--- src/rtl/protected_access_ctrl_pkg.sv ---
`default_nettype none
// +--------------------------------------------------------------------------+
// | Module      : protected_pkg                                              |
// | Description : Shared defaults, FSM state codes and index-width helper.   |
// | Revision    : 1.0 - initial release                                      |
// +--------------------------------------------------------------------------+
package protected_pkg;

    localparam int c_BUS_WIDTH_DEFAULT = 32;
    localparam int c_ENTRY_NUM_DEFAULT = 4;

    localparam int c_STATE_W = 2;
    localparam logic [c_STATE_W-1:0] c_ST_IDLE    = 2'd0;
    localparam logic [c_STATE_W-1:0] c_ST_CHECK   = 2'd1;
    localparam logic [c_STATE_W-1:0] c_ST_FORWARD = 2'd2;
    localparam logic [c_STATE_W-1:0] c_ST_FAULT   = 2'd3;

    // A single entry still needs a one-bit index port.
    function automatic int idx_width(input int n);
        return (n > 1) ? $clog2(n) : 1;
    endfunction

endpackage
`default_nettype wire

--- src/rtl/protected_access_ctrl_if.sv ---
`default_nettype none
// +--------------------------------------------------------------------------+
// | Module      : protected_access_ctrl_if                                   |
// | Description : Config, upstream access, downstream grant and status bus.  |
// | Revision    : 1.0 - initial release                                      |
// +--------------------------------------------------------------------------+
interface protected_access_ctrl_if
    import protected_pkg::*;
#(
    parameter int BUS_WIDTH = c_BUS_WIDTH_DEFAULT,
    parameter int ENTRY_NUM = c_ENTRY_NUM_DEFAULT
) ();

    localparam int c_IDX_W = idx_width(ENTRY_NUM);

    logic                 cfg_valid;
    logic [c_IDX_W-1:0]   cfg_idx;
    logic [BUS_WIDTH-1:0] cfg_addr;
    logic                 cfg_ready;
    logic                 cfg_err;

    logic                 acc_valid;
    logic                 acc_write;
    logic [BUS_WIDTH-1:0] acc_addr;
    logic                 acc_ready;

    logic                 grant_valid;
    logic                 grant_write;
    logic [BUS_WIDTH-1:0] grant_addr;
    logic                 grant_ready;

    logic                 fault;
    logic [BUS_WIDTH-1:0] fault_addr;
    logic [ENTRY_NUM-1:0] lock_mask;

    modport master (
        output cfg_valid, cfg_idx, cfg_addr, acc_valid, acc_write, acc_addr, grant_ready,
        input  cfg_ready, cfg_err, acc_ready, grant_valid, grant_write, grant_addr,
               fault, fault_addr, lock_mask
    );

    modport slave (
        input  cfg_valid, cfg_idx, cfg_addr, acc_valid, acc_write, acc_addr, grant_ready,
        output cfg_ready, cfg_err, acc_ready, grant_valid, grant_write, grant_addr,
               fault, fault_addr, lock_mask
    );

endinterface
`default_nettype wire

--- src/rtl/protected_access_ctrl_flag.sv ---
`default_nettype none
// +--------------------------------------------------------------------------+
// | Module      : protected_flag                                             |
// | Description : One write-once protected-address entry.                    |
// | Revision    : 1.0 - initial release                                      |
// +--------------------------------------------------------------------------+
module protected_flag #(
    parameter int BUS_WIDTH = 32
) (
    input  logic                 clk,
    input  logic                 rst_n,
    input  logic                 set,
    input  logic [BUS_WIDTH-1:0] protected_addr_in,
    output logic                 protected_flag,
    output logic [BUS_WIDTH-1:0] protected_addr
);

    logic                 r_flag;
    logic [BUS_WIDTH-1:0] r_addr;

    always_ff @(posedge clk) begin
        if (!rst_n) begin
            r_flag <= 1'b0;
            r_addr <= '0;
        end else if (set && !r_flag) begin
            r_flag <= 1'b1;
            r_addr <= protected_addr_in;
        end
    end

    assign protected_flag = r_flag;
    assign protected_addr = r_addr;

endmodule
`default_nettype wire

--- src/rtl/protected_access_ctrl.sv ---
`default_nettype none
// +--------------------------------------------------------------------------+
// | Module      : protected_access_ctrl                                      |
// | Description : Forwards accesses, blocking writes to locked addresses.    |
// | Revision    : 1.0 - initial release                                      |
// +--------------------------------------------------------------------------+
module protected_access_ctrl
    import protected_pkg::*;
#(
    parameter int BUS_WIDTH = c_BUS_WIDTH_DEFAULT,
    parameter int ENTRY_NUM = c_ENTRY_NUM_DEFAULT
) (
    input  logic                   clk,
    input  logic                   reset,
    protected_access_ctrl_if.slave bus
);

    localparam int c_IDX_W = idx_width(ENTRY_NUM);

    logic [c_STATE_W-1:0] r_state;
    logic [c_STATE_W-1:0] w_state_next;
    logic [BUS_WIDTH-1:0] r_acc_addr;
    logic                 r_acc_write;
    logic [BUS_WIDTH-1:0] r_fault_addr;
    logic                 r_cfg_err;

    logic [ENTRY_NUM-1:0] w_lock_mask;
    logic [ENTRY_NUM-1:0] w_sel;
    logic [ENTRY_NUM-1:0] w_match;
    logic [BUS_WIDTH-1:0] w_entry_addr [ENTRY_NUM];

    logic w_acc_ready, w_cfg_ready, w_acc_fire, w_cfg_fire;
    logic w_idx_locked, w_blocked;
    logic w_grant_valid, w_grant_write, w_fault;
    logic [BUS_WIDTH-1:0] w_grant_addr;

    // An access in the same cycle holds the config off; it stays pending upstream.
    assign w_acc_ready  = (r_state == c_ST_IDLE) && !reset;
    assign w_cfg_ready  = w_acc_ready && !bus.acc_valid;
    assign w_acc_fire   = bus.acc_valid && w_acc_ready;
    assign w_cfg_fire   = bus.cfg_valid && w_cfg_ready;
    assign w_idx_locked = |(w_lock_mask & w_sel);
    assign w_blocked    = r_acc_write && (|w_match);

    for (genvar i = 0; i < ENTRY_NUM; i++) begin : g_entry
        localparam logic [c_IDX_W-1:0] c_IDX = c_IDX_W'(i);

        assign w_sel[i]   = (bus.cfg_idx == c_IDX);
        assign w_match[i] = w_lock_mask[i] && (w_entry_addr[i] == r_acc_addr);

        protected_flag #(
            .BUS_WIDTH (BUS_WIDTH)
        ) u_flag (
            .clk               (clk),
            .rst_n             (~reset),
            .set               (w_cfg_fire && w_sel[i]),
            .protected_addr_in (bus.cfg_addr),
            .protected_flag    (w_lock_mask[i]),
            .protected_addr    (w_entry_addr[i])
        );
    end

    always_ff @(posedge clk) begin
        if (reset) begin
            r_state <= c_ST_IDLE;
        end else begin
            r_state <= w_state_next;
        end
    end

    always_comb begin
        w_state_next = r_state;
        case (r_state)
            c_ST_IDLE:    if (w_acc_fire) w_state_next = c_ST_CHECK;
            c_ST_CHECK:   w_state_next = w_blocked ? c_ST_FAULT : c_ST_FORWARD;
            c_ST_FORWARD: if (bus.grant_ready) w_state_next = c_ST_IDLE;
            c_ST_FAULT:   w_state_next = c_ST_IDLE;
            default:      w_state_next = c_ST_IDLE;
        endcase
    end

    always_comb begin
        w_grant_valid = 1'b0;
        w_grant_write = 1'b0;
        w_grant_addr  = '0;
        w_fault       = 1'b0;
        case (r_state)
            c_ST_FORWARD: begin
                w_grant_valid = 1'b1;
                w_grant_write = r_acc_write;
                w_grant_addr  = r_acc_addr;
            end
            c_ST_FAULT:   w_fault = 1'b1;
            default:      ;
        endcase
    end

    always_ff @(posedge clk) begin
        if (reset) begin
            r_acc_addr   <= '0;
            r_acc_write  <= 1'b0;
            r_fault_addr <= '0;
            r_cfg_err    <= 1'b0;
        end else begin
            if (w_acc_fire) begin
                r_acc_addr  <= bus.acc_addr;
                r_acc_write <= bus.acc_write;
            end
            if ((r_state == c_ST_CHECK) && w_blocked) begin
                r_fault_addr <= r_acc_addr;
            end
            r_cfg_err <= w_cfg_fire && w_idx_locked;
        end
    end

    assign bus.acc_ready   = w_acc_ready;
    assign bus.cfg_ready   = w_cfg_ready;
    assign bus.cfg_err     = r_cfg_err;
    assign bus.grant_valid = w_grant_valid;
    assign bus.grant_write = w_grant_write;
    assign bus.grant_addr  = w_grant_addr;
    assign bus.fault       = w_fault;
    assign bus.fault_addr  = r_fault_addr;
    assign bus.lock_mask   = w_lock_mask;

endmodule
`default_nettype wire
--- src/flat_wrapper.sv ---
// flat-port wrapper written by rule: the top's interface ports become plain ports
module protected_access_ctrl_flat import protected_pkg::*;
#(
    parameter int BUS_WIDTH = c_BUS_WIDTH_DEFAULT,
    parameter int ENTRY_NUM = c_ENTRY_NUM_DEFAULT
)
  (clk, reset, bus_cfg_valid, bus_cfg_idx, bus_cfg_addr, bus_acc_valid, bus_acc_write, bus_acc_addr, bus_grant_ready, bus_cfg_ready, bus_cfg_err, bus_acc_ready, bus_grant_valid, bus_grant_write, bus_grant_addr, bus_fault, bus_fault_addr, bus_lock_mask);
  protected_access_ctrl_if #(.BUS_WIDTH(BUS_WIDTH), .ENTRY_NUM(ENTRY_NUM)) bus_i ();
  input  logic clk;
  input  logic reset;
  input wire logic [$bits(bus_i.cfg_valid)-1:0] bus_cfg_valid;
  input wire logic [$bits(bus_i.cfg_idx)-1:0] bus_cfg_idx;
  input wire logic [$bits(bus_i.cfg_addr)-1:0] bus_cfg_addr;
  input wire logic [$bits(bus_i.acc_valid)-1:0] bus_acc_valid;
  input wire logic [$bits(bus_i.acc_write)-1:0] bus_acc_write;
  input wire logic [$bits(bus_i.acc_addr)-1:0] bus_acc_addr;
  input wire logic [$bits(bus_i.grant_ready)-1:0] bus_grant_ready;
  output wire logic [$bits(bus_i.cfg_ready)-1:0] bus_cfg_ready;
  output wire logic [$bits(bus_i.cfg_err)-1:0] bus_cfg_err;
  output wire logic [$bits(bus_i.acc_ready)-1:0] bus_acc_ready;
  output wire logic [$bits(bus_i.grant_valid)-1:0] bus_grant_valid;
  output wire logic [$bits(bus_i.grant_write)-1:0] bus_grant_write;
  output wire logic [$bits(bus_i.grant_addr)-1:0] bus_grant_addr;
  output wire logic [$bits(bus_i.fault)-1:0] bus_fault;
  output wire logic [$bits(bus_i.fault_addr)-1:0] bus_fault_addr;
  output wire logic [$bits(bus_i.lock_mask)-1:0] bus_lock_mask;
  assign bus_i.cfg_valid = bus_cfg_valid;
  assign bus_i.cfg_idx = bus_cfg_idx;
  assign bus_i.cfg_addr = bus_cfg_addr;
  assign bus_i.acc_valid = bus_acc_valid;
  assign bus_i.acc_write = bus_acc_write;
  assign bus_i.acc_addr = bus_acc_addr;
  assign bus_i.grant_ready = bus_grant_ready;
  assign bus_cfg_ready = bus_i.cfg_ready;
  assign bus_cfg_err = bus_i.cfg_err;
  assign bus_acc_ready = bus_i.acc_ready;
  assign bus_grant_valid = bus_i.grant_valid;
  assign bus_grant_write = bus_i.grant_write;
  assign bus_grant_addr = bus_i.grant_addr;
  assign bus_fault = bus_i.fault;
  assign bus_fault_addr = bus_i.fault_addr;
  assign bus_lock_mask = bus_i.lock_mask;
  protected_access_ctrl #(.BUS_WIDTH(BUS_WIDTH), .ENTRY_NUM(ENTRY_NUM)) u_core (.clk(clk), .reset(reset), .bus(bus_i));
endmodule
--- config.mk ---
export PLATFORM = sky130hd
export DESIGN_NAME = protected_access_ctrl_flat
export DESIGN_NICKNAME = d
export VERILOG_FILES = /design/src/rtl/protected_access_ctrl_pkg.sv /design/src/rtl/protected_access_ctrl_if.sv /design/src/rtl/protected_access_ctrl_flag.sv /design/src/rtl/protected_access_ctrl.sv /design/src/flat_wrapper.sv
export SDC_FILE = /design/constraint.sdc
export NUM_CORES = 1
export LEC_CHECK = 0
export CAP_MARGIN = 10
export CORE_MARGIN = 4
export CORE_UTILIZATION = 50
export CTS_CLUSTER_DIAMETER = 100
export DETAILED_ROUTE_END_ITERATION = 7
export PLACE_DENSITY = 0.76
export SLEW_MARGIN = 20
export SYNTH_ARGS = -nofsm -noshare
export SYNTH_HDL_FRONTEND = slang
export SYNTH_SLANG_ARGS = --single-unit
--- constraint.sdc ---
create_clock -name clk -period 5.1 [get_ports clk]
set_input_delay 0.765 -clock clk [delete_from_list [all_inputs] [get_ports clk]]
set_output_delay 0.765 -clock clk [all_outputs]
set_load 0.05 [all_outputs]
### Routed clock nets over the placement

Drawn at 2 px/µm.
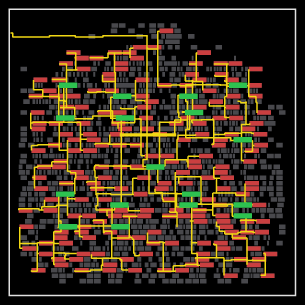
[flip-flops] red | count: 200
[clock drivers] green | count: 17
[clock wires] yellow | length: 2260 µm
routed clock nets: 18
flops lie: spread over the die
Power Clock: 1.44 mW
source-to-sink clock delay at the later pin of the worst-skew pair: 0.45 ns
maximum clock skew at final layout: 0.0104 ns

### Metal 4

Drawn at 3 px/µm. Cells faint in the background.
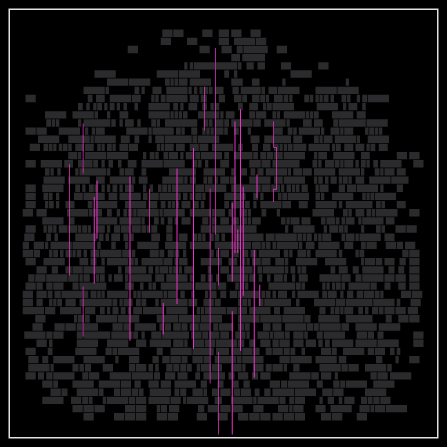
nets with wire on the layer: 18
longest straight run: 80.2 µm
share of all routed wire: 3.1%
main direction: vertical
vias post-DR: 7664
total detailed-routing wirelength: 26100 µm

### Congestion heat map

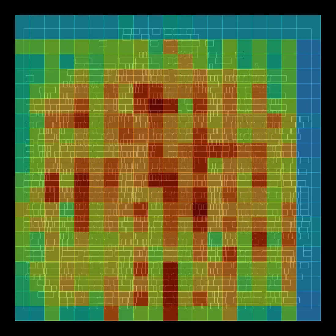
post-detailed-route wirelength per cell: 18.7 µm
Post-Route Utilization: 0.627
met3 GRT Util: 0.0460
overall fraction of global-route tracks in use: 0.258
met2 Use GR: 0.415

### Close-up of the layout

Region (97, 26) to (117, 46) µm. Cells in gray, sequential cells in the stronger gray; small squares are vias.
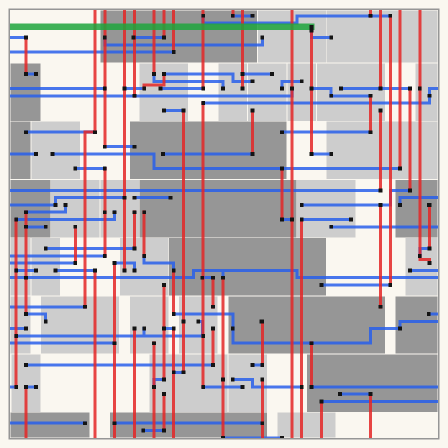
[metal 3] green
[metal 2] red
[metal 1] blue
netlist names of flops here include: u_core.r_acc_addr (3), u_core.g_entry.u_flag.protected_addr (2)
sequential cells in the window: 6
most frequent: dfxtp_1 (6), o21ai_0 (5)
cells with their middle in the window: 27

### Routed metal, one color a layer

Drawn at 3 px/µm.
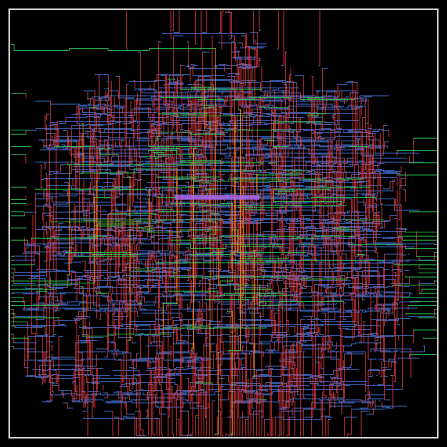
[metal 1] blue | wire length: 10800 µm
[metal 4] orange | wire length: 806 µm
[metal 3] green | wire length: 2320 µm
[metal 5] purple | wire length: 26.7 µm
[metal 2] red | wire length: 12200 µm

## worst max-delay path, delay by kind of cell
family,cells,cell delay [ns]
buffers and inverters,2,1.28
AND/OR/NAND/NOR,1,0.73
## placed cells by master, fill, tap and decap left out, drive strengths merged, types with 11 or more instances in the layout
master,synthesis,final
nor2,11,11
clkdlybuf4s50,0,144
clkbuf,61,18
nand2,290,290
a21oi,130,130
o21ai,33,33
and2,35,35
dfxtp,200,200
xnor2,30,30
xor2,98,98
nor4,25,25
mux2i,33,33
nand2b,64,64
## layout make-up
type                    count  area [µm²]  share of cell area
repair buffers            153        1510               0.138
flip-flops and latches    200        4000               0.365
multi-input cells         789        4540               0.414
inverters                   1        3.75            0.000342
clock buffers              18         439              0.0401
well taps                 225         282              0.0257
clock inverters            14         188              0.0171
==> design notes <==
Buffers inserted during clock tree synthesis total 17. Type of the worst setup path: in -> out. The core region is 17500 µm².

STA classifies the critical path endpoint as an output pin. The logs give 1088 for the number of cells in Yosys stat and 0.308 for the worst slew slack as a fraction of its limit. For this design the top-level I/O count stands at 146.

The synthesized area per cell works out to 8.30 µm². The origin of the critical flop-to-flop path was u_core.r_acc_addr[13]. In the final report, the number of hold violations comes to 0.

The run gives 0.240 for the simple-gate area share of the yosys netlist. The run gives 0 for the total setup violations reported at the end of the flow. The first detailed-routing pass took 6 iterations.

The flow ran to the end, and the final reports show no timing, DRC or antenna violations. After routing the design area is 11000 µm². The slack of the worst reg-to-reg path is 1.83 ns.

The tools report the number of standard cells after synthesis as 1088. The sequential fraction of the synthesis area was 0.443. Via count of the first global-routing pass: 7320. The clock share of power came out at 0.418. Per the CTS log, the buffer count on the longest clock path is 2. The tools report the start point of the worst hold path as u_core.g_entry[1].u_flag.protected_addr[18].

Logic gate share of total power: 0.100. In this run, power in combinational logic comes to 0.346 mW. dfxtp_1 takes more of the synthesized area than any other cell. Counting pins that exceed their max-slew limit in the final report gives 0. Clock tree synthesis found a total of 200 sinks. For this block, the initial DRC count from the detailed router was 836.

For the worst reg-to-reg path, the endpoint reported by OpenROAD is u_core.bus.fault_addr[27]. The worst VDD IR drop from the latest analysis is 0.000255 V. The detailed router reports a met2 wire length of 12200 µm. In this run the post-CTS setup repair buffer count came out at 0.
Power is estimated from default activity; no workload was simulated.
